==> src/rtl/spi_reg_bank_if.sv <==
// spi_reg_bank_if: register bus between the SPI slave front end and the register bank
interface spi_reg_bank_if #(
  parameter int ADDR_WIDTH = 8,
  parameter int DATA_WIDTH = 32
);
  logic [ADDR_WIDTH-1:0] reg_addr;
  logic [DATA_WIDTH-1:0] reg_wdata;
  logic [DATA_WIDTH-1:0] reg_rdata;
  logic                  reg_write;
  modport master (output reg_addr, reg_wdata, reg_write, input reg_rdata);
  modport slave  (input reg_addr, reg_wdata, reg_write, output reg_rdata);
endinterface

==> src/rtl/spi_reg_bank.sv <==
// spi_reg_bank: ID/CTRL/STATUS/IRQ/WR_COUNT/CFG register bank; IRQ block built only with SPI_REG_BANK_IRQ_EN
module spi_reg_bank #(
  parameter int          ADDR_WIDTH = 8,
  parameter int          DATA_WIDTH = 32,
  parameter int          NUM_CFG    = 8,
  parameter int          IRQ_WIDTH  = 8,
  parameter logic [31:0] ID_VALUE   = 32'h5350_0001
) (
  input  logic                          clk,
  input  logic                          rst,
  spi_reg_bank_if.slave                 bus,
  input  logic [DATA_WIDTH-1:0]         status_in,
  input  logic [IRQ_WIDTH-1:0]          irq_evt,
  output logic                          irq,
  output logic                          ctrl_en,
  output logic                          soft_rst,
  output logic [NUM_CFG*DATA_WIDTH-1:0] cfg_regs
);
  localparam logic [ADDR_WIDTH-1:0] A_ID       = ADDR_WIDTH'(8'h00);
  localparam logic [ADDR_WIDTH-1:0] A_CTRL     = ADDR_WIDTH'(8'h01);
  localparam logic [ADDR_WIDTH-1:0] A_STATUS   = ADDR_WIDTH'(8'h02);
  localparam logic [ADDR_WIDTH-1:0] A_IRQ_STAT = ADDR_WIDTH'(8'h03);
  localparam logic [ADDR_WIDTH-1:0] A_IRQ_MASK = ADDR_WIDTH'(8'h04);
  localparam logic [ADDR_WIDTH-1:0] A_WR_COUNT = ADDR_WIDTH'(8'h05);
  logic                  reg_write_d, commit, wr_ctrl;
  logic [DATA_WIDTH-1:0] ctrl, ctrl_n, status_q, rdata_n;
  logic [DATA_WIDTH-1:0] cfg [NUM_CFG];
  logic [DATA_WIDTH-1:0] cfg_n [NUM_CFG];
  logic [15:0]           wr_count, wr_count_n;
  assign commit  = bus.reg_write & ~reg_write_d;
  assign wr_ctrl = commit && bus.reg_addr == A_CTRL;
  assign ctrl_en = ctrl[0];
  for (genvar k = 0; k < NUM_CFG; k++) begin : g_cfg
    assign cfg_regs[k*DATA_WIDTH +: DATA_WIDTH] = cfg[k];
  end
`ifdef SPI_REG_BANK_IRQ_EN
  logic                 wr_stat, wr_mask;
  logic [IRQ_WIDTH-1:0] irq_stat, irq_stat_n, irq_mask, irq_mask_n;
  assign wr_stat = commit && bus.reg_addr == A_IRQ_STAT;
  assign wr_mask = commit && bus.reg_addr == A_IRQ_MASK;
  always_ff @(posedge clk) begin
    if (rst) begin
      irq_stat <= '0;
      irq_mask <= '0;
      irq      <= 1'b0;
    end else begin
      irq_stat <= irq_stat_n;
      irq_mask <= irq_mask_n;
      irq      <= |(irq_stat & irq_mask);
    end
  end
`else
  logic unused_irq_evt;
  assign unused_irq_evt = ^irq_evt;
  assign irq = 1'b0;
`endif
  // Read data is built from next-state values so a read in the commit cycle sees the new contents.
  always_comb begin
    ctrl_n     = wr_ctrl ? {bus.reg_wdata[DATA_WIDTH-1:2], 1'b0, bus.reg_wdata[0]} : ctrl;
    wr_count_n = soft_rst ? '0 : (commit && wr_count != 16'hFFFF) ? wr_count + 16'd1 : wr_count;
    for (int k = 0; k < NUM_CFG; k++)
      cfg_n[k] = (commit && bus.reg_addr == ADDR_WIDTH'(16 + k)) ? bus.reg_wdata : cfg[k];
`ifdef SPI_REG_BANK_IRQ_EN
    irq_stat_n = soft_rst ? '0 : (irq_stat & ~(wr_stat ? bus.reg_wdata[IRQ_WIDTH-1:0] : '0)) | irq_evt;
    irq_mask_n = wr_mask ? bus.reg_wdata[IRQ_WIDTH-1:0] : irq_mask;
`endif
    rdata_n = '0;
    if (bus.reg_addr == A_ID)       rdata_n = DATA_WIDTH'(ID_VALUE);
    if (bus.reg_addr == A_CTRL)     rdata_n = ctrl_n;
    if (bus.reg_addr == A_STATUS)   rdata_n = status_q;
`ifdef SPI_REG_BANK_IRQ_EN
    if (bus.reg_addr == A_IRQ_STAT) rdata_n = DATA_WIDTH'(irq_stat_n);
    if (bus.reg_addr == A_IRQ_MASK) rdata_n = DATA_WIDTH'(irq_mask_n);
`endif
    if (bus.reg_addr == A_WR_COUNT) rdata_n = DATA_WIDTH'(wr_count_n);
    for (int k = 0; k < NUM_CFG; k++)
      if (bus.reg_addr == ADDR_WIDTH'(16 + k)) rdata_n = cfg_n[k];
  end
  always_ff @(posedge clk) begin
    if (rst) begin
      reg_write_d   <= 1'b0;
      ctrl          <= '0;
      status_q      <= '0;
      wr_count      <= '0;
      soft_rst      <= 1'b0;
      cfg           <= '{default: '0};
      bus.reg_rdata <= '0;
    end else begin
      reg_write_d   <= bus.reg_write;
      ctrl          <= ctrl_n;
      status_q      <= status_in;
      wr_count      <= wr_count_n;
      soft_rst      <= wr_ctrl & bus.reg_wdata[1];
      cfg           <= cfg_n;
      bus.reg_rdata <= rdata_n;
    end
  end
endmodule

==> src/flat_wrapper.sv <==
// flat-port wrapper written by rule: the top's interface ports become plain ports
module spi_reg_bank_flat 
#(
  parameter int          ADDR_WIDTH = 8,
  parameter int          DATA_WIDTH = 32,
  parameter int          NUM_CFG    = 8,
  parameter int          IRQ_WIDTH  = 8,
  parameter logic [31:0] ID_VALUE   = 32'h5350_0001
)
  (clk, rst, status_in, irq_evt, irq, ctrl_en, soft_rst, cfg_regs, bus_reg_addr, bus_reg_wdata, bus_reg_write, bus_reg_rdata);
  spi_reg_bank_if #(.ADDR_WIDTH(ADDR_WIDTH), .DATA_WIDTH(DATA_WIDTH)) bus_i ();
  input  logic clk;
  input  logic rst;
  input  logic [DATA_WIDTH-1:0] status_in;
  input  logic [IRQ_WIDTH-1:0] irq_evt;
  output logic irq;
  output logic ctrl_en;
  output logic soft_rst;
  output logic [NUM_CFG*DATA_WIDTH-1:0] cfg_regs;
  input wire logic [$bits(bus_i.reg_addr)-1:0] bus_reg_addr;
  input wire logic [$bits(bus_i.reg_wdata)-1:0] bus_reg_wdata;
  input wire logic [$bits(bus_i.reg_write)-1:0] bus_reg_write;
  output wire logic [$bits(bus_i.reg_rdata)-1:0] bus_reg_rdata;
  assign bus_i.reg_addr = bus_reg_addr;
  assign bus_i.reg_wdata = bus_reg_wdata;
  assign bus_i.reg_write = bus_reg_write;
  assign bus_reg_rdata = bus_i.reg_rdata;
  spi_reg_bank #(.ADDR_WIDTH(ADDR_WIDTH), .DATA_WIDTH(DATA_WIDTH), .NUM_CFG(NUM_CFG), .IRQ_WIDTH(IRQ_WIDTH), .ID_VALUE(ID_VALUE)) u_core (.clk(clk), .rst(rst), .bus(bus_i), .status_in(status_in), .irq_evt(irq_evt), .irq(irq), .ctrl_en(ctrl_en), .soft_rst(soft_rst), .cfg_regs(cfg_regs));
endmodule
==> config.mk <==
export PLATFORM = sky130hd
export DESIGN_NAME = spi_reg_bank_flat
export DESIGN_NICKNAME = d
export VERILOG_FILES = /design/src/rtl/spi_reg_bank_if.sv /design/src/rtl/spi_reg_bank.sv /design/src/flat_wrapper.sv
export SDC_FILE = /design/constraint.sdc
export NUM_CORES = 1
export LEC_CHECK = 0
export ABC_CLOCK_PERIOD_IN_PS = 4600
export CORE_ASPECT_RATIO = 1.1
export CORE_UTILIZATION = 35
export DETAILED_ROUTE_END_ITERATION = 12
export GPL_TIMING_DRIVEN = 0
export PLACE_DENSITY = 0.67
export RECOVER_POWER = 50
export SLEW_MARGIN = 30
export SYNTH_ARGS = -nofsm -noshare
export SYNTH_HDL_FRONTEND = slang
export SYNTH_SLANG_ARGS = --single-unit
==> constraint.sdc <==
create_clock -name clk -period 4.6 [get_ports clk]
set_input_delay 1.15 -clock clk [delete_from_list [all_inputs] [get_ports clk]]
set_output_delay 1.15 -clock clk [all_outputs]
set_load 0.03 [all_outputs]
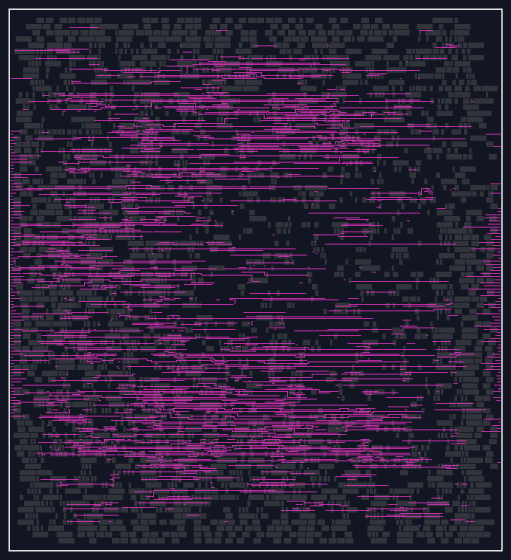
Figure 1: run 1, M3 wires.
- wire length on this layer: 15100 µm
- nets with wire on the layer: 578
- main direction: horizontal

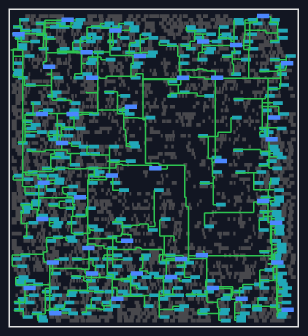
Figure 2: run 1, routed clock nets over the placement.
- clock wires: green (length 5440 µm)
- flip-flops: cyan (count 370)
- cells driving clock nets: blue (count 42)
- flops lie: spread over the die
- routed clock nets: 43

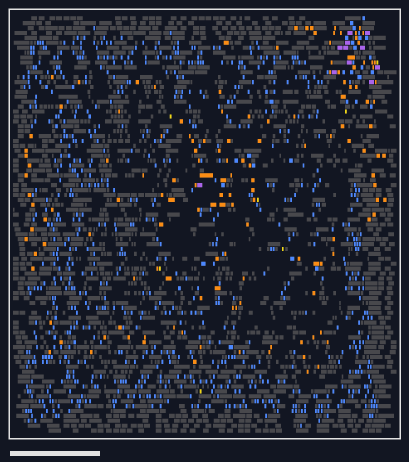
Figure 3: run 1, selected gate families.
Scale bar: 50 µm.
- XOR/XNOR gates: purple (cells 11; where north-east)
- NAND gates: blue (cells 767; where spread over the die)
- inverters: yellow (cells 7)
- NOR gates: orange (cells 145; where spread over the die)

==> job_summary.md, run 1 <==
### Yosys + OpenROAD results

| Metric | Value |
|---|---|
| Yosys chip area | 17600 µm² |
| Max-slew violation count | 0 |
| Std cell rows | roughly 85 |
| Clock slew at the register clock pins of the worst setup and hold paths | 0.06 ns |
| CTS Root Cell | sky130_fd_sc_hd__clkbuf_16 |
| Synth Seq Share | 0.421 |
| Most congested layer reported by global routing | met2 |
| Number of iterations in the first detailed-routing pass | 7 |
| Syn Area/Cell | 7.25 µm² |
| Post-CTS Hold Fix Bufs | 0 |
| Instance count on the critical path | 10 |
| Number of nets at floorplan | 2512 |
| Vias per std cell | between 6 and 7 |
| Die area | 51200 µm² |
| Total Nets Final | 2915 |
| Most used DFF post-synth | sky130_fd_sc_hd__dfxtp_1 |
| RSZ-0062 raised after global routing | false |
| Standard cell core area | between 40000 and 50000 µm² |
| Number of H-tree branching levels | 2 |
| Crit Path Category | in -> reg |
| Endpoint of the worst setup timing path | u_core.bus.reg_rdata[5]$_SDFF_PP0_ |
| Final global-route overflow total | 0 |
| Setup violators final | around 120 |
| Worst Hold Depth | 2 |
| Clock power frac | 0.463 |
| Violated checks | negative setup slack |
| Share of Yosys cell area claimed by the top area cell type | 0.421 |
| Worst-path cell with the longest stage delay | sky130_fd_sc_hd__clkbuf_1 |
| Cell Area, Placed | roughly 22000 µm² |
| Combinational share of power | 0.108 |
| Cells in synth_stat.txt | 2428 |
| Startpoint type of the worst setup path | primary input |
| Pin count of the biggest net entering global routing | 13 |
| Number of warnings the tools reported | 34 |
| Top post-synthesis cells by count | sky130_fd_sc_hd__nand2_1 (722), sky130_fd_sc_hd__a21oi_1 (493), sky130_fd_sc_hd__dfxtp_1 (370) |
| Total global routing track utilization | 0.461 |
| Resized Gates After CTS | 13 |
| Maximum fanout along the worst path | 10 |
| Kind of cell adding the most delay to the critical path | buffers and inverters |
| Internal portion of total power | roughly 5400 µW |
| Antenna violations before repair | 6 |
| Wire length per cell | around 35 µm |
| Crit Reg-Reg Startpoint | u_core.reg_write_d$_SDFF_PP0_ |
| Clock network power | about 3500 µW |
| Drc violations | 0 |
| Post-Synthesis Cell Area | 17600 µm² |
| Combinational gate power | ~800 µW |
| Worst vdd rail ir drop | 0.315 mV |
| Kind of end point of the critical path | register |
| Die X-Extent | 216 µm |
| Data arrival time of the critical path | 5.25 ns |
| Depth of the most critical reg-to-reg path | 9 |
| Final-layout setup total negative slack | -6.85 ns |
| Critical Path Source | bus_reg_addr[0] |
| Internal reg-to-reg setup slack | 0.57 ns |
| Total length of routed met3 wires | between 15000 and 20000 µm |
| Initial Util | 0.357 |
| Met2 wirelength from detailed routing | about 51000 µm |
| Switching share of total power | 0.285 |
| Placed wire-length estimate | a little under 90000 µm |
| Synth warnings | 0 |
| Run status | finished with violations |
| Number of top-level pins | 374 |
| Worst-case headroom to the max-slew limit | 0.120 |
| Total power divided by cell area | about 320 nW/µm² |
| Overall power | about 7500 µW |
| Most common cell after layout, fill and taps aside | sky130_fd_sc_hd__nand2_1 |
| Final Hold Violating Endpoints | 0 |
| Sum of buffers and inverters on the critical path | 5 |
| P_sw | 2150 µW |
| Cell variety after synth | 79 |
| Fin util | 0.477 |
| Setup slack of the critical path after layout | -0.167 ns |
| Slew at the pin with the worst max-slew slack | between 1 and 1.5 ns |
| Hold-critical path endpoint | u_core.ctrl[9]$_SDFF_PP0_ |
| Port-buffer cells | about 360 |
| Leak | 0.00854 µW |
| Metal-1 WL | 45400 µm |
| Highest cell delay on the worst timing path | roughly 0.94 ns |
| Number of standard cells in the layout, taps in and fillers out | ~3500 |
| GR Layer Usage met2 | 0.686 |
| Violation count after the first detailed-routing iteration | roughly 3200 |
run 1: layout make-up:
type                    instances  area [µm²]
fillers                      5002       25800
inverters                       7        26.3
flip-flops and latches        370        7410
multi-input cells            1801        9160
plain buffers                 249        1090
diodes                          2        5.00
clock inverters                13         171
repair buffers                360        3600
clock buffers                  60        1200
well taps                     652         816
run 1: kinds of logic after synthesis:
family	share of synthesized area
fa+ha+maj	0.000711
other cells	0.000213
mux	0.00832
compound gates	0.270
buf+inv	0.0596
flops	0.421
xor+xnor	0.00548
simple gates	0.235
run 1: state kept, by name, summed over array words and instances (netlist names):
signal and cells:
u_core.soft_rst 1, u_core.bus.reg_rdata 32, u_core.wr_count 16, u_core.status_q 32
u_core.ctrl 32, u_core.cfg_regs 256, u_core.reg_write_d 1
## Run 2: what changed since run 1
==> constraint.sdc (replaced) <==
create_clock -name clk -period 4.6 [get_ports clk]
set_input_delay 1.15 -clock clk [delete_from_list [all_inputs] [get_ports clk]]
set_output_delay 1.15 -clock clk [all_outputs]
set_load 0.01 [all_outputs]
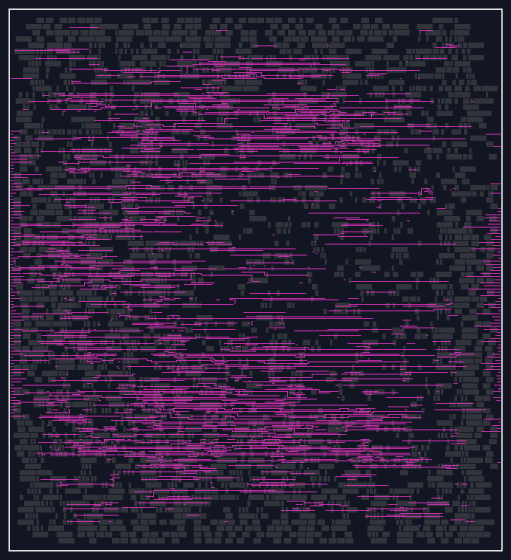
Figure 4: run 2, M3 wires.
- wire length on this layer: 15100 µm
- nets with wire on the layer: 578
- share of all routed wire: 12%

==> run 2 against run 1 <==
  * The flow still finishes with violations (negative setup slack)
  * Total power down 0.11%
  * Setup slack unchanged
  * Global-route usage unchanged
  * Flip-flop count unchanged
  * First-iteration DRC count unchanged
  * Routed wire length unchanged
  * Die area unchanged
  * Design area unchanged
  * Area after synthesis unchanged
  * Clock power about the same
==> job_summary.md, run 2 <==
### Yosys + OpenROAD results

| Metric | Value |
|---|---|
| Die X-Extent | 216 µm (unchanged) |
| Clock slew at the register clock pins of the worst setup and hold paths | 0.06 ns (about the same) |
| Number of iterations in the first detailed-routing pass | 7 (unchanged) |
| Total power divided by cell area | 321 nW/µm² (about the same) |
| Synth Area in Simple Gates | 0.235 (unchanged) |
| Combinational share of power | 0.107 (was 0.108) |
| Crit Path Category | in -> reg (unchanged) |
| Highest cell delay on the worst timing path | 0.94 ns (about the same) |
| Hold-critical path endpoint | u_core.ctrl[9]$_SDFF_PP0_ (unchanged) |
| Setup violators final | 124 (unchanged) |
| CTS Root Cell | sky130_fd_sc_hd__clkbuf_16 (unchanged) |
| Synth Seq Share | 0.421 (unchanged) |
| Share of synthesized cell area in and-or and or-and compound cells | 0.270 (unchanged) |
| Initial Util | 0.357 (unchanged) |
| Final-layout setup total negative slack | -6.85 ns (unchanged) |
| Drc violations | 0 (unchanged) |
| GR Layer Usage met2 | 0.686 (unchanged) |
| Final global-route overflow total | 0 (unchanged) |
| Largest family of logic cells by area | AND-OR/OR-AND gates (unchanged) |
| Data arrival time of the critical path | 5.25 ns (about the same) |
| P_sw | 2140 µW (was 2150 µW) |
| Worst Hold Depth | 2 (unchanged) |
| Overall power | 7530 µW (was 7540 µW) |
| Setup slack of the critical path after layout | -0.167 ns (unchanged) |
| Depth of the most critical reg-to-reg path | 9 (unchanged) |
| Number of H-tree branching levels | 2 (unchanged) |
| Multiplexer fraction of the synthesized cell area | 0.00832 (unchanged) |
| Placed wire-length estimate | 87100 µm (unchanged) |
| Maximum fanout along the worst path | 10 (unchanged) |
| Crit Reg-Reg Startpoint | u_core.reg_write_d$_SDFF_PP0_ (unchanged) |
| Number of warnings the tools reported | 34 (unchanged) |
| Worst-case headroom to the max-slew limit | 0.120 (unchanged) |
| Run status | finished with violations (unchanged) |
| Number of nets at floorplan | 2512 (unchanged) |
| Std cell rows | 85 (unchanged) |
| Max-slew violation count | 0 (unchanged) |
| Most congested layer reported by global routing | met2 (unchanged) |
| Wire length per cell | 34.6 µm (unchanged) |
| Number of flip-flops under the largest register name | 256 (unchanged) |
| Internal reg-to-reg setup slack | 0.57 ns (about the same) |
| Cell Area, Placed | 22100 µm² (unchanged) |
| Total length of routed met3 wires | 15100 µm (unchanged) |
| Clock power frac | 0.463 (about the same) |
| Final Hold Violating Endpoints | 0 (unchanged) |
| Violation count after the first detailed-routing iteration | 3231 (unchanged) |
| Most common cell after layout, fill and taps aside | sky130_fd_sc_hd__nand2_1 (unchanged) |
| Worst vdd rail ir drop | 0.315 mV (about the same) |
| Endpoint of the worst setup timing path | u_core.bus.reg_rdata[5]$_SDFF_PP0_ (unchanged) |
| Instance count on the critical path | 10 (unchanged) |
| Share of Yosys cell area claimed by the top area cell type | 0.421 (unchanged) |
| Leak | 0.00854 µW (unchanged) |
| Switching share of total power | 0.284 (was 0.285) |
| Critical Path Source | bus_reg_addr[0] (unchanged) |
| Violated checks | negative setup slack (unchanged) |
| Top post-synthesis cells by count | sky130_fd_sc_hd__nand2_1 (722), sky130_fd_sc_hd__a21oi_1 (493), sky130_fd_sc_hd__dfxtp_1 (370) (unchanged) |
| RSZ-0062 raised after global routing | false (unchanged) |
| Internal portion of total power | 5390 µW (about the same) |
| Total Nets Final | 2915 (unchanged) |
| Worst-path cell with the longest stage delay | sky130_fd_sc_hd__clkbuf_1 (unchanged) |
| Metal-1 WL | 45400 µm (unchanged) |
-- run 2: layout make-up --
type	instances	area, µm²	area share
flip-flops and latches	370	7410	0.316
repair buffers	360	3600	0.153
well taps	652	816	0.0348
inverters	7	26.3	0.00112
clock inverters	13	171	0.00730
diodes	2	5.00	0.000213
clock buffers	60	1200	0.0511
multi-input cells	1801	9160	0.390
plain buffers	249	1090	0.0464
-- run 2: power by group through the flow --
stage	Sequential [µW]	Clock (µW)	Combinational, µW
2_1_floorplan	3310	0	314
3_3_place_gp	3310	0	736
3_5_place_dp	3310	0	739
4_1_cts	3240	3460	744
5_1_grt	3240	3590	789
6_report	3240	3490	803
-- run 2: what timing repair did --
| action | CTS | global route |
|---|---|---|
| setup endpoints to repair | 242 | 36 |
| hold buffers | 0 | 0 |
| gates resized | 13 | 9 |
| setup buffers | 0 | 0 |
Power and IR drop assume default switching activity.
